==> config.mk <==
export PLATFORM = sky130hd
export DESIGN_NAME = half_rate_tracker
export DESIGN_NICKNAME = d
export VERILOG_FILES = /design/src/rtl/half_rate_tracker_pkg.sv /design/src/rtl/half_rate_tracker_interval_counter.sv /design/src/rtl/half_rate_tracker.sv
export SDC_FILE = /design/constraint.sdc
export NUM_CORES = 1
export LEC_CHECK = 0
export ABC_CLOCK_PERIOD_IN_PS = 8100
export CAP_MARGIN = 40
export CORE_MARGIN = 10
export CORE_UTILIZATION = 62
export DETAILED_ROUTE_END_ITERATION = 10
export GPL_TIMING_DRIVEN = 0
export PLACE_DENSITY = 0.84
export SLEW_MARGIN = 20
export SYNTH_ARGS = -nofsm -noshare
export SYNTH_HDL_FRONTEND = slang
export SYNTH_HIERARCHICAL = 1
export SYNTH_SLANG_ARGS = --single-unit
==> constraint.sdc <==
create_clock -name clk_i -period 8.1 [get_ports clk_i]
set_input_delay 0.81 -clock clk_i [delete_from_list [all_inputs] [get_ports clk_i]]
set_output_delay 0.81 -clock clk_i [all_outputs]
set_load 0.05 [all_outputs]
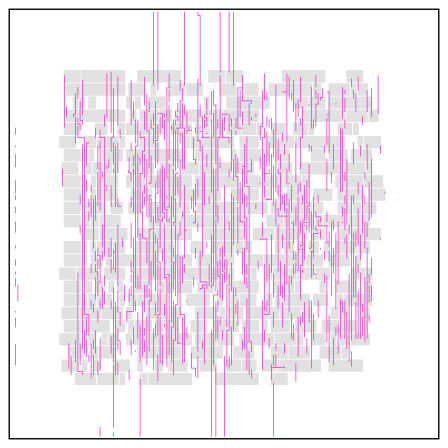
*The metal 2 layer*
Cells faint in the background.
The layer holds 48% of the routed length. The wires run mostly vertical. 362 nets have wire on it. The longest straight run is 42.2 um.
Post-Route WL: 6990 um
via count: 2560
routing usage on met2: 31.8%

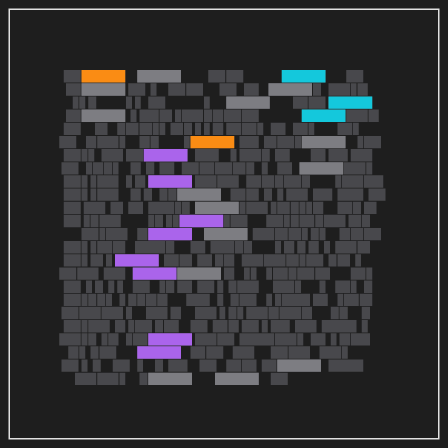
*Where the registers sit*
state_q: shown in orange, sequential cells 2. u_interval_counter/meas_o: shown in purple, sequential cells 8. cnt_q: shown in cyan, sequential cells 3.
Another 14 sequential cells are not colored.
P_seq: 158 uW
Reg area: 676 sq um

==> flow_summary.yaml <==
# generated from flow reports
clock_tree:
  cts.htree.levels: 1
  cts_buffer_depth: 2
  post_cts_resized: 0
  clock.latency.late_pin_ns: 0.29
  cts_tree: "built"
synthesis:
  synth_nets: 401
  top_cells_by_count: "inv_1, ha_1, dfrtp_1"
  synth-edff-count: 0
  top_cells_by_area: "dfrtp_1, ha_1, inv_1, mux2i_1, a21oi_1"
  synth-async-reset-ratio_pct: 100
  ys_chip_area_sq_um: 2910
  ys_ff: 27
  syn_avg_cell_area_sq_um: 8.66
  ys_seq_share_pct: 23.2
  synth_cell_types: 61
final_timing:
  min_period_ns: 3.66
  fmax_mhz: 273
  clock_skew_ns: 0.00539
  finalMaxSlewViolations: 0
  tightest_slew_ns: 0.662
  setup_ws_ns: 4.44
  setup_viol: 0
detailed_routing:
  post_drt_wl_per_cell_um: 16.4
  drtIter0Drc: 142
floorplan:
  die_h_um: 88.5
  ios: 35
  die_w_um: 88.5
power_and_ir_drop:
  pwr_density_cell_nw_per_um2: 125
  power_leakage_uw: 0.00152
  peakVddDrop_mv: 0.0710
global_routing:
  grt_max_degree: 28
  grt_usage_pct: 18.5
  grt_overflow: 0
critical_path:
  critPathMaxFanout: 10
  critPathCaptureType: "register"
  r2r_slack_ns: 4.44
cells_and_area:
  nFillCells: 348
  area_growth_pct: 15.1
status:
  outcome: "complete, no violations"
placement:
  gp_congestion: 0.940
  pre_cts_slack_ns: 4.43
min_path:
  hold_path_class: "in2async"
==> routing by layer <==
layer  routed length [um]  vias up  share of wire [%]  global-route usage (%)
met4                   81        0                1.2                    6.02
met2                 3380       72                 48                    31.8
met1                 3270     1225                 47                    23.8
met3                  252        7                3.6                    1.75
li1                     -     1256                  -                       -
met5                    0        -                  0                       0
==> area by class of cell <==
cell class	instances	area [sq um]	area share (%)
sequential	27	676	20.2
clock buffer	3	41.3	1.23
timing repair buffer	33	325	9.71
buffer	11	80.1	2.39
multi-input combinational	247	1960	58.6
clock inverter	1	7.51	0.224
tap	52	65.1	1.94
inverter	51	191	5.72
==> power breakdown <==
part / internal (uW) / switching (uW) / total [uW]
combinational: 81.6 / 96.1 / 178
clock: 35.1 / 48.4 / 83.6
sequential: 141 / 17.1 / 158
==> critical path: stages (launching register included) <==
cell       delay (ns)
dfrtp_1          0.56
inv_1            0.19
ha_1             0.27
fa_1             0.42
nand2b_1         0.18
a21oi_2          0.27
mux2i_1          0.22
o2111ai_1        0.14
or4_4            0.52
a21boi_2         0.21
buf_6            0.20
mux2i_1          0.25
o2bb2ai_1        0.10
==> cells by family (layout without fill, tap and decap cells) <==
| family | count (synthesis) | in the layout | synth area share (%) |
|---|---|---|---|
| and+or+nand+nor | 73 | 73 | 13.4 |
| buffers and inverters | 62 | 99 | 9.33 |
| muxes | 14 | 14 | 4.81 |
| DFF | 27 | 27 | 23.2 |
| AOI/OAI and AO/OA | 104 | 104 | 25.9 |
| xor gates and xnor gates | 12 | 12 | 3.61 |
| adders and majority gates | 44 | 44 | 19.7 |
==> per-stage QoR <==
step	util (%)	instance area (sq um)	instances	hold slack (ns)
2_1_floorplan	-	2910	336	0.489
3_3_place_gp	74.4	3310	421	0.493
3_5_place_dp	74.3	3300	421	0.494
4_1_cts	75.4	3350	425	0.521
5_1_grt	75.4	3350	425	0.545
6_report	75.4	3350	425	0.521
==> placed cells by master (no fill, tap or decap), types with 4 or more instances in the layout <==
cell type        Yosys  layout
nand4_1              5       5
dfrtp_1             27      27
nand2b_1             8       8
buf_6                4       4
a22o_1               4       4
o21a_1               4       4
o2bb2ai_1           11      11
a211oi_1             4       4
nand2_1             18      18
inv_1               49      49
clkdlybuf4s50_1      0      32
ha_1                41      41
mux2i_1             14      14
nor2b_1              4       4
o21ai_0             17      17
nor2_1              19      19
a21oi_1             26      26
xnor2_1              9       9
No activity file was given, so power comes from the tool's default toggle rates.
